`config.mk`:
```
export PLATFORM = sky130hd
export DESIGN_NAME = credit_rx
export DESIGN_NICKNAME = d
export VERILOG_FILES = /design/src/rtl/credit_rx_pkg.sv /design/src/rtl/credit_rx_buf.sv /design/src/rtl/credit_rx.sv
export SDC_FILE = /design/constraint.sdc
export NUM_CORES = 1
export LEC_CHECK = 0
export ABC_AREA = 0
export CORE_ASPECT_RATIO = 1.2
export CORE_UTILIZATION = 41
export CTS_CLUSTER_SIZE = 24
export DETAILED_ROUTE_END_ITERATION = 6
export HOLD_SLACK_MARGIN = 0.1
export PLACE_DENSITY = 0.64
export SLEW_MARGIN = 10
export SYNTH_ARGS = -nofsm -noshare
export SYNTH_HDL_FRONTEND = slang
export SYNTH_HIERARCHICAL = 1
export SYNTH_SLANG_ARGS = --single-unit
```
`constraint.sdc`:
```
create_clock -name clk -period 6.25 [get_ports clk]
set_input_delay 0.9375 -clock clk [delete_from_list [all_inputs] [get_ports clk]]
set_output_delay 0.9375 -clock clk [all_outputs]
set_load 0.02 [all_outputs]
```
`src/rtl/credit_rx_pkg.sv`:
```
// Shared types and width helpers for the credit link (receiver and transmitter ends).
package credit_rx_pkg;

    localparam int unsigned DEF_DEPTH = 4;
    localparam int unsigned DEF_PLD_W = 8;

    function automatic int unsigned cnt_w(input int unsigned depth);
        return $clog2(depth + 1);
    endfunction

    function automatic int unsigned ptr_w(input int unsigned depth);
        return (depth > 1) ? $clog2(depth) : 1;
    endfunction

    typedef logic [$clog2(DEF_DEPTH+1)-1:0] crd_cnt_t;

    typedef struct packed {
        logic [DEF_PLD_W-1:0] pld;
        logic                 vld;
    } crd_link_t;

endpackage

```
`src/rtl/credit_rx_buf.sv`:
```
// DEPTH-entry circular buffer; any DEPTH >= 1, wrap at DEPTH-1.
module credit_rx_buf
    import credit_rx_pkg::*;
#(
    parameter type         PLD_TYPE      = logic,
    parameter int unsigned DEPTH         = 4,
    parameter bit          NO_DATA_RESET = 1'b0
) (
    input  logic    clk,
    input  logic    rst_n,
    input  logic    push,
    input  logic    pop,
    input  PLD_TYPE wr_pld,
    output PLD_TYPE rd_pld,
    output logic    not_empty,
    output logic    full
);

    localparam int unsigned CNT_W = cnt_w(DEPTH);
    localparam int unsigned PTR_W = ptr_w(DEPTH);

    logic [PTR_W-1:0] wr_ptr;
    logic [PTR_W-1:0] rd_ptr;
    logic [CNT_W-1:0] occ;
    logic             wr_en;
    PLD_TYPE          mem [DEPTH];

    function automatic logic [PTR_W-1:0] nxt(input logic [PTR_W-1:0] p);
        return (p == PTR_W'(DEPTH - 1)) ? '0 : p + 1'b1;
    endfunction

    // A push into a full buffer is taken only when a pop frees a slot the same cycle.
    assign wr_en     = push && (!full || pop);
    assign full      = (occ == CNT_W'(DEPTH));
    assign not_empty = (occ != '0);
    assign rd_pld    = mem[rd_ptr];

    always_ff @(posedge clk or negedge rst_n) begin
        if (!rst_n) begin
            wr_ptr <= '0;
            rd_ptr <= '0;
            occ    <= '0;
        end else begin
            if (wr_en) wr_ptr <= nxt(wr_ptr);
            if (pop)   rd_ptr <= nxt(rd_ptr);
            occ <= occ + CNT_W'(wr_en) - CNT_W'(pop);
        end
    end

    if (NO_DATA_RESET) begin : g_nrst
        always_ff @(posedge clk) begin
            if (wr_en) mem[wr_ptr] <= wr_pld;
        end
    end else begin : g_rst
        always_ff @(posedge clk or negedge rst_n) begin
            if (!rst_n) begin
                for (int unsigned i = 0; i < DEPTH; i++) mem[i] <= '0;
            end else if (wr_en) begin
                mem[wr_ptr] <= wr_pld;
            end
        end
    end

endmodule

```
`src/rtl/credit_rx.sv`:
```
// Credit-based link receiver: buffers valid-only beats, re-presents them valid/ready,
// returns one credit per pop and grants DEPTH credits after reset.
module credit_rx
    import credit_rx_pkg::*;
#(
    parameter type         PLD_TYPE      = logic,
    parameter int unsigned DEPTH         = 4,
    parameter bit          NO_DATA_RESET = 1'b0
) (
    input  logic    clk,
    input  logic    rst_n,
    input  PLD_TYPE s_pld,
    input  logic    s_vld,
    output logic    crd_rtn,
    output PLD_TYPE m_pld,
    output logic    m_vld,
    input  logic    m_rdy,
    output logic    ovf_err
);

    localparam int unsigned CNT_W = cnt_w(DEPTH);

    logic             rst_lock_n;
    logic [CNT_W-1:0] owed;
    logic             push;
    logic             pop;
    logic             full;

    assign push    = s_vld && rst_lock_n;
    assign pop     = m_vld && m_rdy;
    assign crd_rtn = (owed != '0) && rst_lock_n;

    always_ff @(posedge clk or negedge rst_n) begin
        if (!rst_n) begin
            rst_lock_n <= 1'b0;
            owed       <= CNT_W'(DEPTH);
            ovf_err    <= 1'b0;
        end else begin
            rst_lock_n <= 1'b1;
            owed       <= owed + CNT_W'(pop) - CNT_W'(crd_rtn);
            if (push && full && !pop) ovf_err <= 1'b1;
        end
    end

    credit_rx_buf #(
        .PLD_TYPE      (PLD_TYPE),
        .DEPTH         (DEPTH),
        .NO_DATA_RESET (NO_DATA_RESET)
    ) u_buf (
        .clk       (clk),
        .rst_n     (rst_n),
        .push      (push),
        .pop       (pop),
        .wr_pld    (s_pld),
        .rd_pld    (m_pld),
        .not_empty (m_vld),
        .full      (full)
    );

endmodule

```
Met1 routing:
(6 px per µm)
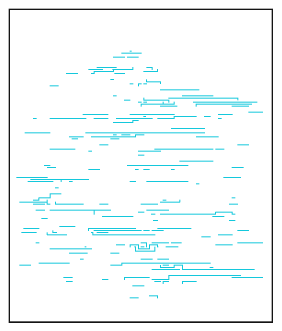
wire length on this layer: 519 µm
share of all routed wire: 45%
Total Wirelength: 1.15 mm
Vias: 502
met1 Track Usage GR: 0.155

Register map, names as in the netlist:
(10 px per µm) Other sequential cells in the stronger grey, the rest of the logic in the fainter grey.
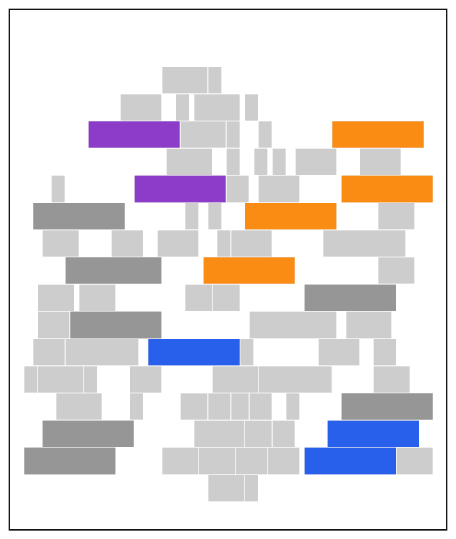
[blue] u_buf/occ | flops: 3
[purple] u_buf/wr_ptr | flops: 2
[orange] u_buf/mem | flops: 4
not coloured: 7
final design utilization: 0.523
seq pwr: 0.205 mW
Seq/total area: 0.405

Gate families picked out:
(6 px per µm)
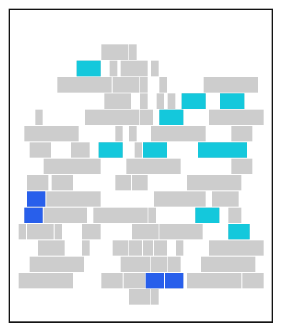
[blue] XOR/XNOR gates | cells: 4 | most used: xnor2_1
[cyan] multiplexers | cells: 9 | most used: mux2_1
most frequent logic cell in the layout: dfrtp_1
logic share of the area: 0.427

Close-up of the layout:
Region (19, 26) to (44, 51) µm. Cells in grey, sequential cells in the stronger grey; small squares are vias.
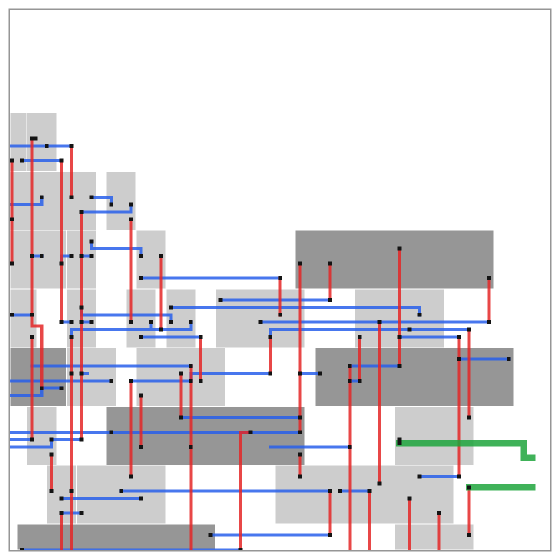
[blue] met1
[red] met2
[green] met3
cells with their middle in the window: 21
most frequent: nand2_1 (4), nor2_1 (4), mux2_1 (4)
sequential cells in the window: 3
netlist names of flops here include: u_buf/mem (3)

==> flow_summary.ini <==
; generated from flow reports
[synthesis]
yosysTopAreaCellShare = 0.441
aoi_share = 0.0279
mux_share = 0.131
syn_avg_cell_area_um2 = 12.5
ys_ff = 16
ff_type = dfrtp_1
ys_seq_frac = 0.472
top_area_cell = dfrtp_1
synthArstFlopShare = 1.00
synthSimpleGateAreaFrac = 0.128
syn-cell-area_um2 = 851
synth_nets = 83
ys_top_cells_by_count = dfrtp_1, ha_1, inv_1
post-synth-top-count-cell = dfrtp_1
ys_sh_adder = 0.165
ys_cells = 68
yosys_area_um2 = 851
syn_inst = 68
ys_warn_count = 6
synth_cell_types = 21
edf_count = 0
topCombFamilyByArea = adder cells
ys_sh_xor = 0.0412
topCellsByArea = dfrtp_1, ha_1, mux2_1

[place]
dp_cells = 95
gp_congestion = 0.696
portBuffers = 8
dp_hpwl_um = 921
pre_cts_ws_ps = 3380

[die]
fp_util = 0.449
die_w_um = 43.6
rows = 17
die_h_um = 51.9
core_mm2 = 0.00189
top_level_ports = 9
die_area_mm2 = 0.00226

[grt]
grt_overflow = 0
grt_pass1_wl_mm = 2.07
antenna_found_initial = 0
grt_start_max_net_pins = 17
grt_use_total = 0.129
grt_pass1_vias = 485

[clock_network]
clock_path_buffers = 2
numCtsBuffers = 3
path_clk_slew_ps = 90
cts_resized = 0
hold_buffers = 0
root_buffer = clkbuf_4
post_cts_buffers = 0
cts.htree.levels = 1
clk_latency_ps = 270
clkSinkCount = 16
cts_tree = yes

[power_and_ir_drop]
design_power_total_mw = 0.480
leakagePower_nw = 0.458
powerDensity_mw_per_mm2 = 485
ir_worst_vdd_mv = 0.277

[finish]
num-nets-final = 96
num_antenna_cells = 0
nFillCells = 171
synthToLayoutAreaGrowth_pct = 16.5
layout-drive-gt1-share = 0.125
fin_cells = 99

[critical_path]
reg2regPathDepth = 9
crit_start = u_buf/rd_ptr[0]$_DFFE_PN0P_
cp_max_fo = 3
r2r_slack_ps = 3920
rr_startpoint = u_buf/occ[1]$_DFF_PN0_
crit_path_end_kind = output pin
r2r_end = u_buf/occ[2]$_DFF_PN0_
crit_type = flip-flop to output pin
required_ps = 5310
start_kind = flip-flop
worstPathArrival_ps = 1740

[hold_path]
hold_end = u_buf/mem[1]$_DFFE_PN0P_
min_from = u_buf/mem[1]$_DFFE_PN0P_
hold_class = flip-flop to flip-flop
min_path_cells = 1

[route]
drt-vias-per-instance = 5.07
ant_nets = 0
wl_per_cell_um = 11.6
drt_pass1_iterations = 6
drcViolationCount = 2
drt_iter0_markers = 4

[timing]
relSlewSlack = 0.540
finalCriticalPeriod_ps = 2680
layout_setup_ws_ps = 3570
tns_ps = 0
finalClockPeriodUsage = 0.429
fin_worst_skew_ps = 0.785
finalHoldViolCount = 0
slew_viol_final = 0
max_freq_mhz = 373
finalSetupViolCount = 0
tightest_slew_ps = 689
rsz0062_at_grt = no

[run_status]
violations = DRC
outcome = finished, violations left

[flow_run]
cap_violations = 0
warnings = 29
==> report_power, final <==
group	total, mW	switching (mW)	internal [mW]
registers	0.205	0.0456	0.160
logic	0.209	0.0919	0.117
clock network	0.0658	0.0304	0.0354
==> cell usage in the layout, fill, tap and decap left out, drive strengths merged, types with 2 or more instances in the layout <==
cell,netlist,final
ha,8,8
inv,7,7
nand2,5,5
xnor2,4,4
dfrtp,15,15
mux2,7,7
clkbuf,0,4
nand2b,4,4
nor2,5,5
clkdlybuf4s50,0,8
fa,2,2
==> final cells by class <==
cell class,instances,area (µm²),share of cell area
Multi-Input combinational cell,45,423,0.427
Sequential cell,16,402,0.405
Timing Repair Buffer,8,80.1,0.0808
Clock buffer,4,36.3,0.0366
Inverter,7,26.3,0.0265
Tap cell,19,23.8,0.0240
==> per-layer routing <==
metal | track usage | up-vias | routed length (µm)
li1 | - | 246 | -
met1 | 0.155 | 248 | 518
met2 | 0.211 | 6 | 586
met3 | 0.0313 | 2 | 36
met4 | 0.0625 | 0 | 12
met5 | 0 | - | 0
==> cells by family (layout without fill, tap and decap cells) <==
family | Yosys count | in the layout
flip-flops | 16 | 16
other | 1 | 1
buffers and inverters | 7 | 19
multiplexers | 9 | 9
adder cells (fa/ha/maj) | 10 | 10
AND/OR/NAND/NOR | 18 | 18
AND-OR/OR-AND | 3 | 3
XOR/XNOR | 4 | 4
==> worst max-delay path, cell delays in order, from the launching register on <==
cell and delay [ps]:
dfrtp_1 420, mux4_2 510, clkdlybuf4s50_1 550
==> through the flow <==
step / hold slack, ps / utilization / instance area (µm²)
5_1_grt: 509 / 0.523 / 991
2_1_floorplan: 452 / - / 851
4_1_cts: 497 / 0.523 / 991
3_5_place_dp: 474 / 0.504 / 955
6_report: 490 / 0.523 / 991
3_3_place_gp: 454 / 0.504 / 955
==> worst max-delay path by stage <==
| stage | end | cells after the start |
|---|---|---|
| final | m_pld | 2 |
| after global routing | m_pld | 2 |
| after CTS | m_pld | 2 |
| after detailed placement | u_buf/occ[2]$_DFF_PN0_ | 9 |
| after global placement | u_buf/occ[2]$_DFF_PN0_ | 9 |
| after floorplan | u_buf/occ[2]$_DFF_PN0_ | 9 |
==> state kept, by name (all words and copies together), names as in the netlist <==
signal and flops:
u_buf/occ 3, u_buf/mem 4, u_buf/rd_ptr 2, rst_lock_n 1, owed 3, ovf_err 1, u_buf/wr_ptr 2
No activity file was given, so power comes from the tool's default toggle rates.
